==> run_1/placed.png <==
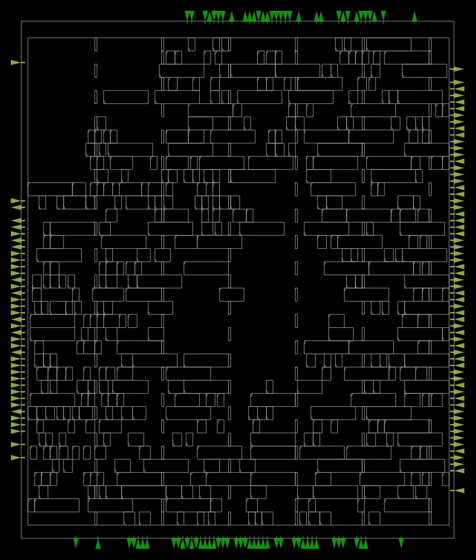
==> run_1/ff_map.png <==
Scale: 4 px per um. Other sequential cells in the stronger gray, the rest of the logic in the fainter gray.
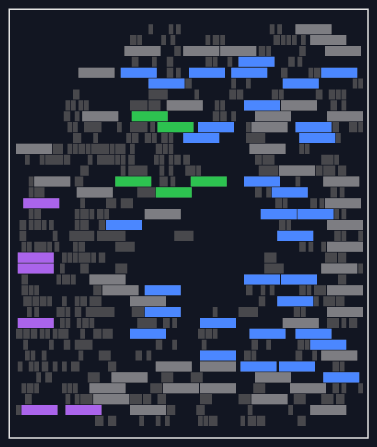
==> run_1/sizing.png <==
Scale: 4 px per um.
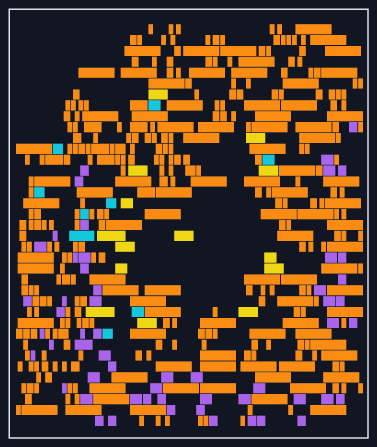
==> run_1/class_map.png <==
Scale: 4 px per um.
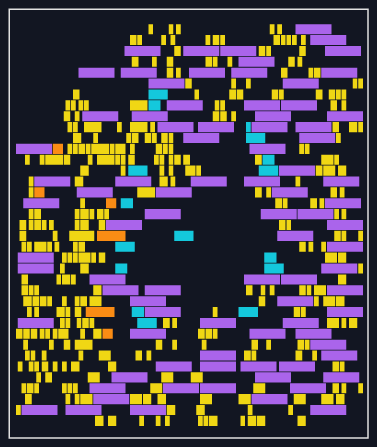
--- config.mk ---
export PLATFORM = sky130hd
export DESIGN_NAME = bsg_ring_stop_arb
export DESIGN_NICKNAME = d
export VERILOG_FILES = /design/src/rtl/bsg_ring_stop_pkg.sv /design/src/rtl/bsg_ring_stop_starve.sv /design/src/rtl/bsg_ring_stop_arb.sv
export SDC_FILE = /design/constraint.sdc
export NUM_CORES = 1
export LEC_CHECK = 0
export ABC_AREA = 1
export CAP_MARGIN = 20
export CORE_ASPECT_RATIO = 1.2
export CORE_UTILIZATION = 42
export DETAILED_ROUTE_END_ITERATION = 8
export DONT_BUFFER_PORTS = 1
export GPL_ROUTABILITY_DRIVEN = 0
export MAX_ROUTING_LAYER = met4
export PLACE_DENSITY = 0.55
export SETUP_SLACK_MARGIN = 0.05
export SKIP_LAST_GASP = 1
export SYNTH_ARGS = -nofsm -noshare
export SYNTH_HDL_FRONTEND = slang
export SYNTH_SLANG_ARGS = --single-unit
--- constraint.sdc ---
create_clock -name clk_i -period 2.17 [get_ports clk_i]
set_input_delay 0.434 -clock clk_i [delete_from_list [all_inputs] [get_ports clk_i]]
set_output_delay 0.434 -clock clk_i [all_outputs]
set_load 0.02 [all_outputs]
--- src/rtl/bsg_ring_stop_pkg.sv ---
// Shared types for the ring stop: starvation FSM states and payload struct macros.
`ifndef BSG_RING_STOP_PKG_SV
`define BSG_RING_STOP_PKG_SV

// Forward-ring slot payload and backward-ring throttle token, sized by the instantiating module.
`define BSG_RING_PKT_S(w, iw) struct packed { logic v; logic [(iw)-1:0] dest; logic [(w)-1:0] data; }
`define BSG_RING_THR_S(iw) struct packed { logic v; logic [(iw)-1:0] id; }

package bsg_ring_stop_pkg;

  typedef enum logic [1:0] {
    IDLE   = 2'd0,
    WAIT   = 2'd1,
    STARVE = 2'd2
  } starve_state_e;

endpackage

`endif

--- src/rtl/bsg_ring_stop_starve.sv ---
// Starvation tracker: counts consecutive blocked inject cycles and flags STARVE at the limit.
module bsg_ring_stop_starve
  import bsg_ring_stop_pkg::*;
#(
  parameter int unsigned starve_limit_p = 16
) (
  input  logic clk_i,
  input  logic reset_n_i,
  input  logic inj_v_i,
  input  logic inj_ready_i,
  output logic starve_o
);

  localparam int unsigned cnt_width_lp = $clog2(starve_limit_p + 1);
  localparam logic [cnt_width_lp-1:0] cnt_last_lp = cnt_width_lp'(starve_limit_p - 1);
  localparam logic [cnt_width_lp-1:0] cnt_max_lp  = cnt_width_lp'(starve_limit_p);

  starve_state_e           state_q, state_d;
  logic [cnt_width_lp-1:0] cnt_q, cnt_d;
  logic                    blocked;

  assign blocked = inj_v_i & ~inj_ready_i;

  always_ff @(posedge clk_i or negedge reset_n_i) begin
    if (!reset_n_i) begin
      state_q <= IDLE;
      cnt_q   <= '0;
    end else begin
      state_q <= state_d;
      cnt_q   <= cnt_d;
    end
  end

  // The counter reflects blocked cycles seen so far, saturating at the limit.
  always_comb begin
    state_d = state_q;
    cnt_d   = cnt_q;
    unique case (state_q)
      IDLE: begin
        cnt_d = '0;
        if (blocked) begin
          cnt_d   = cnt_width_lp'(1);
          state_d = (cnt_q == cnt_last_lp) ? STARVE : WAIT;
        end
      end
      WAIT: begin
        if (!blocked) begin
          state_d = IDLE;
          cnt_d   = '0;
        end else begin
          if (cnt_q != cnt_max_lp) cnt_d = cnt_q + cnt_width_lp'(1);
          if (cnt_q == cnt_last_lp) state_d = STARVE;
        end
      end
      STARVE: begin
        if (!blocked) begin
          state_d = IDLE;
          cnt_d   = '0;
        end else if (cnt_q != cnt_max_lp) begin
          cnt_d = cnt_q + cnt_width_lp'(1);
        end
      end
      default: begin
        state_d = IDLE;
        cnt_d   = '0;
      end
    endcase
  end

  assign starve_o = (state_q == STARVE);

endmodule

--- src/rtl/bsg_ring_stop_arb.sv ---
// Ring stop: arbitrates the forward slot between pass-through and local inject,
// ejects packets for this tile, and relays/issues throttle tokens on the backward ring.
module bsg_ring_stop_arb
  import bsg_ring_stop_pkg::*;
#(
  parameter int unsigned width_p        = 32,
  parameter int unsigned id_width_p     = 6,
  parameter int unsigned starve_limit_p = 16
) (
  input  logic                  clk_i,
  input  logic                  reset_n_i,
  input  logic [id_width_p-1:0] my_id_i,
  input  logic                  ring_v_i,
  input  logic [id_width_p-1:0] ring_dest_i,
  input  logic [width_p-1:0]    ring_data_i,
  output logic                  ring_v_o,
  output logic [id_width_p-1:0] ring_dest_o,
  output logic [width_p-1:0]    ring_data_o,
  input  logic                  thr_v_i,
  input  logic [id_width_p-1:0] thr_id_i,
  output logic                  thr_v_o,
  output logic [id_width_p-1:0] thr_id_o,
  input  logic                  inj_v_i,
  input  logic [id_width_p-1:0] inj_dest_i,
  input  logic [width_p-1:0]    inj_data_i,
  output logic                  inj_ready_o,
  output logic                  ej_v_o,
  output logic [width_p-1:0]    ej_data_o,
  input  logic                  ej_yumi_i,
  output logic                  starve_o
);

  typedef `BSG_RING_PKT_S(width_p, id_width_p) pkt_s;
  typedef `BSG_RING_THR_S(id_width_p) thr_s;

  pkt_s               ring_q, ring_d;
  thr_s               thr_q, thr_d;
  logic               ej_v_q, ej_v_d;
  logic [width_p-1:0] ej_data_q, ej_data_d;

  logic hit, eject, slot_free, thr_own, thr_foreign, allowed, starve;

  assign hit         = ring_v_i && (ring_dest_i == my_id_i);
  assign eject       = hit && (!ej_v_q || ej_yumi_i);
  assign slot_free   = !ring_v_i || eject;
  assign thr_own     = thr_v_i && (thr_id_i == my_id_i);
  assign thr_foreign = thr_v_i && !thr_own;
  assign allowed     = slot_free && !thr_foreign;
  assign inj_ready_o = inj_v_i && allowed;

  bsg_ring_stop_starve #(
    .starve_limit_p(starve_limit_p)
  ) u_starve (
    .clk_i      (clk_i),
    .reset_n_i  (reset_n_i),
    .inj_v_i    (inj_v_i),
    .inj_ready_i(inj_ready_o),
    .starve_o   (starve)
  );

  // Forward slot: inject wins a free slot, else pass through (emptied if ejected).
  always_comb begin
    ring_d.v    = ring_v_i && !eject;
    ring_d.dest = ring_dest_i;
    ring_d.data = ring_data_i;
    if (inj_ready_o) begin
      ring_d.v    = 1'b1;
      ring_d.dest = inj_dest_i;
      ring_d.data = inj_data_i;
    end
  end

  // Backward slot: foreign tokens have priority; our own returning token frees the slot.
  always_comb begin
    thr_d = '0;
    if (thr_foreign) begin
      thr_d.v  = 1'b1;
      thr_d.id = thr_id_i;
    end else if (starve) begin
      thr_d.v  = 1'b1;
      thr_d.id = my_id_i;
    end
  end

  always_comb begin
    ej_v_d    = ej_v_q && !ej_yumi_i;
    ej_data_d = ej_data_q;
    if (eject) begin
      ej_v_d    = 1'b1;
      ej_data_d = ring_data_i;
    end
  end

  always_ff @(posedge clk_i or negedge reset_n_i) begin
    if (!reset_n_i) begin
      ring_q    <= '0;
      thr_q     <= '0;
      ej_v_q    <= 1'b0;
      ej_data_q <= '0;
    end else begin
      ring_q    <= ring_d;
      thr_q     <= thr_d;
      ej_v_q    <= ej_v_d;
      ej_data_q <= ej_data_d;
    end
  end

  assign ring_v_o    = ring_q.v;
  assign ring_dest_o = ring_q.dest;
  assign ring_data_o = ring_q.data;
  assign thr_v_o     = thr_q.v;
  assign thr_id_o    = thr_q.id;
  assign ej_v_o      = ej_v_q;
  assign ej_data_o   = ej_data_q;
  assign starve_o    = starve;

endmodule

==> flow_metrics.env, run 1 <==
# physical design summary
export IMPL_bufAreaShareNonClock=0.0170
export IMPL_status="complete, but fails checks"
export IMPL_htreeDepth=3
export IMPL_nClkBuffers=10
export IMPL_sh_comb_area=0.319
export IMPL_worst_slew_pin_slew_ps=603
export IMPL_path_max_fanout=10
export IMPL_diodes=0
export IMPL_drc_errors=0
export IMPL_timing_hold_ws_ps=-243
export IMPL_switching_share=0.345
export IMPL_cts_resized=0
export IMPL_cts_root_buf="clkbuf_8"
export IMPL_netlist_area_sq_um=3840
export IMPL_end_kind="primary output"
export IMPL_synth_cell_type_count=27
export IMPL_avgRoutedWirePerCell_um=15.2
export IMPL_grt_max_degree=87
export IMPL_final_hold_violation_count=86
export IMPL_yosysWarnings=0
export IMPL_rsz0062_at_grt="no"
export IMPL_maxSlewHeadroom=0.598
export IMPL_crit_arrival_ps=1580
export IMPL_critical_path_class="flip-flop to primary output"
export IMPL_leakage_nw=2.02
export IMPL_grt_pass1_wl_um=12700
export IMPL_fin_crit_sh=0.927
export IMPL_io_pins=175
export IMPL_nWellTaps=117
export IMPL_synth_stat_cells=417
export IMPL_tool_warnings=32
export IMPL_placed_cell_area_sq_um=3930
export IMPL_synth_main_ff_cell="dfrtp_1"
export IMPL_skew_ps=12.8
export IMPL_final_common_cell="nand2_1"
export IMPL_hp_class="input pin to async pin"
export IMPL_top_cells_by_count="94 x nand2_1, 86 x dfrtp_1, 58 x inv_1"
export IMPL_crit_path_end="inj_ready_o"
export IMPL_final_setup_tns_ps=0
export IMPL_die_height_um=107
export IMPL_violations="negative hold slack"
export IMPL_initCoreUtil=0.439
## Picture notes: placed.png
row count: 37
final non-filler cell total: 541
FILL cells: 854

## Picture notes: ff_map.png
| signal | color | flops |
|---|---|---|
| ej_data_o | blue | 32 |
| u_starve.cnt_q | green | 5 |
| thr_id_o | purple | 6 |
not colored: 43
Final Util: 0.470
register area: 2150 sq um
flop share of the area: 0.523
Seq power: 2.23 mW

## Picture notes: sizing.png
| size | color | cells | share |
|---|---|---|---|
| x1 and smaller | orange | 345 | 81% |
| x3 and x4 | cyan | 9 | 2.1% |
| x6 and larger | yellow | 14 | 3.3% |
| x2 | purple | 56 | 13% |
post-route cell area: 4110 sq um
Final WS setup: 159 ps
nonclk buf count: 6

## Picture notes: class_map.png
| class | color | cells | share of their area |
|---|---|---|---|
| remaining buffers and delay cells | orange | 6 | 1.8% |
| registers | purple | 86 | 54% |
| clock drivers and dummy loads | cyan | 16 | 4.5% |
| remaining logic cells | yellow | 316 | 39% |
Placeable Area: 8750 sq um

run 1: critical path, cell delays in order (launching register included):
cell and delay (ps):
dfrtp_1 470, inv_1 60, nor2_1 180, inv_1 100, nand3_1 130, nand2_2 100
nand3_4 80, inv_4 90
run 1: kinds of logic (layout without fill, tap and decap cells):
family | after synthesis | in the layout | share of synthesized area
adders and majority gates | 7 | 7 | 0.0228
AOI/OAI and AO/OA | 89 | 89 | 0.139
buffers and inverters | 82 | 89 | 0.0990
and+or+nand+nor | 153 | 153 | 0.180
DFF | 86 | 86 | 0.560
run 1: layer usage:
layer  vias up  routed length (um)  GRT usage
met5         -                   0          -
met3        12                 859     0.0731
met2       119                4080      0.310
li1       1309                   -          -
met4         0                 156     0.0771
met1      1233                3130      0.185
==> run 2: changes to the inputs <==
- HOLD_SLACK_MARGIN: unset -> 0.08
==> run_2/class_map.png <==
Scale: 4 px per um.
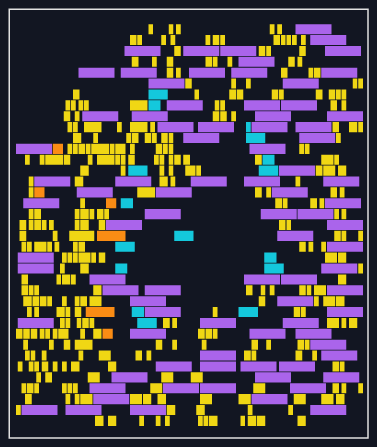
| class | color | cells | share of their area |
|---|---|---|---|
| registers | purple | 86 | 54% |
| clock drivers and dummy loads | cyan | 16 | 4.5% |
| remaining logic cells | yellow | 316 | 39% |
| remaining buffers and delay cells | orange | 6 | 1.8% |

==> run_2/placed.png <==
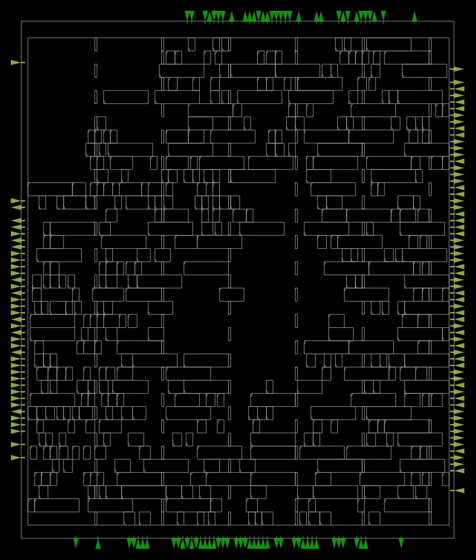
# Taps: 117
flip-flop and latch count: 86

==> run 2 against run 1 <==
Against the previous run:
- the flow still finishes with violations (negative hold slack)
- final cell count is the same
- critical path depth is the same
- sequential cell count is the same
- design area is the same
- die area is the same
- maximum frequency is the same
- synthesized cell count is the same
- critical path type unchanged
- highest routed layer unchanged
==> flow_metrics.env, run 2 <==
# physical design summary
export IMPL_stdcell_area_sq_um=4110
export IMPL_synth_stat_cells=417
export IMPL_crit_path_end="inj_ready_o"
export IMPL_nClkBuffers=10
export IMPL_sh_comb_area=0.319
export IMPL_htreeDepth=3
export IMPL_tool_warnings=32
export IMPL_netlist_area_sq_um=3840
export IMPL_cpMostUsedCell="inv_1"
export IMPL_path_buffers=3
export IMPL_end_kind="primary output"
export IMPL_synth_cell_type_count=27
export IMPL_diodes=0
export IMPL_topRoutingLayerUsed="met4"
export IMPL_yosysWarnings=0
export IMPL_std_cell_rows=37
export IMPL_timing_hold_ws_ps=-243
export IMPL_placed_cell_area_sq_um=3930
export IMPL_drc_errors=0
export IMPL_critical_path_class="flip-flop to primary output"
export IMPL_seq_share=0.523
export IMPL_grt_max_degree=87
export IMPL_wl_met2_um=4080
export IMPL_fill_cells=854
export IMPL_grt_busiest_layer="met2"
export IMPL_utilization=0.470
export IMPL_signal_buffers=6
export IMPL_violations="negative hold slack"
export IMPL_hp_class="input pin to async pin"
export IMPL_met3_usage=0.0731
export IMPL_crit_chain="inv_1, nor2_1, inv_1, nand3_1, nand2_2, nand3_4, inv_4"
export IMPL_status="complete, but fails checks"
export IMPL_path_max_fanout=10
export IMPL_critPathMaxStageDelay_ps=470
export IMPL_crit_arrival_ps=1580
export IMPL_die_height_um=107
export IMPL_final_hold_violation_count=86
export IMPL_seqCellArea_sq_um=2150
export IMPL_rsz0062_at_grt="no"
export IMPL_grt_pass1_wl_um=12700
run 2: cell counts in the layout (fill, tap and decap cells not counted):
No cell type changed its count.
run 2: metrics by stage:
step                      std cells  setup WS [ps]  hold slack, ps
after global placement          525            393             140
after floorplan                 417            380             138
final                           541            159            -243
after global routing            541           61.1            -278
after detailed placement        525            378             140
after CTS                       541            140            -260
run 2: logic make-up (layout without fill, tap and decap cells):
kind of cell | count (synthesis) | count (layout) | synth area share
flip-flops | 86 | 86 | 0.560
adder cells (fa/ha/maj) | 7 | 7 | 0.0228
AND/OR/NAND/NOR | 153 | 153 | 0.180
buffers and inverters | 82 | 89 | 0.0990
AND-OR/OR-AND | 89 | 89 | 0.139
run 2: power by group:
group | switching [mW] | internal [mW]
registers | 0.415 | 1.82
logic | 0.263 | 0.185
clock network | 0.607 | 0.435
No activity file was given, so power comes from the tool's default toggle rates.
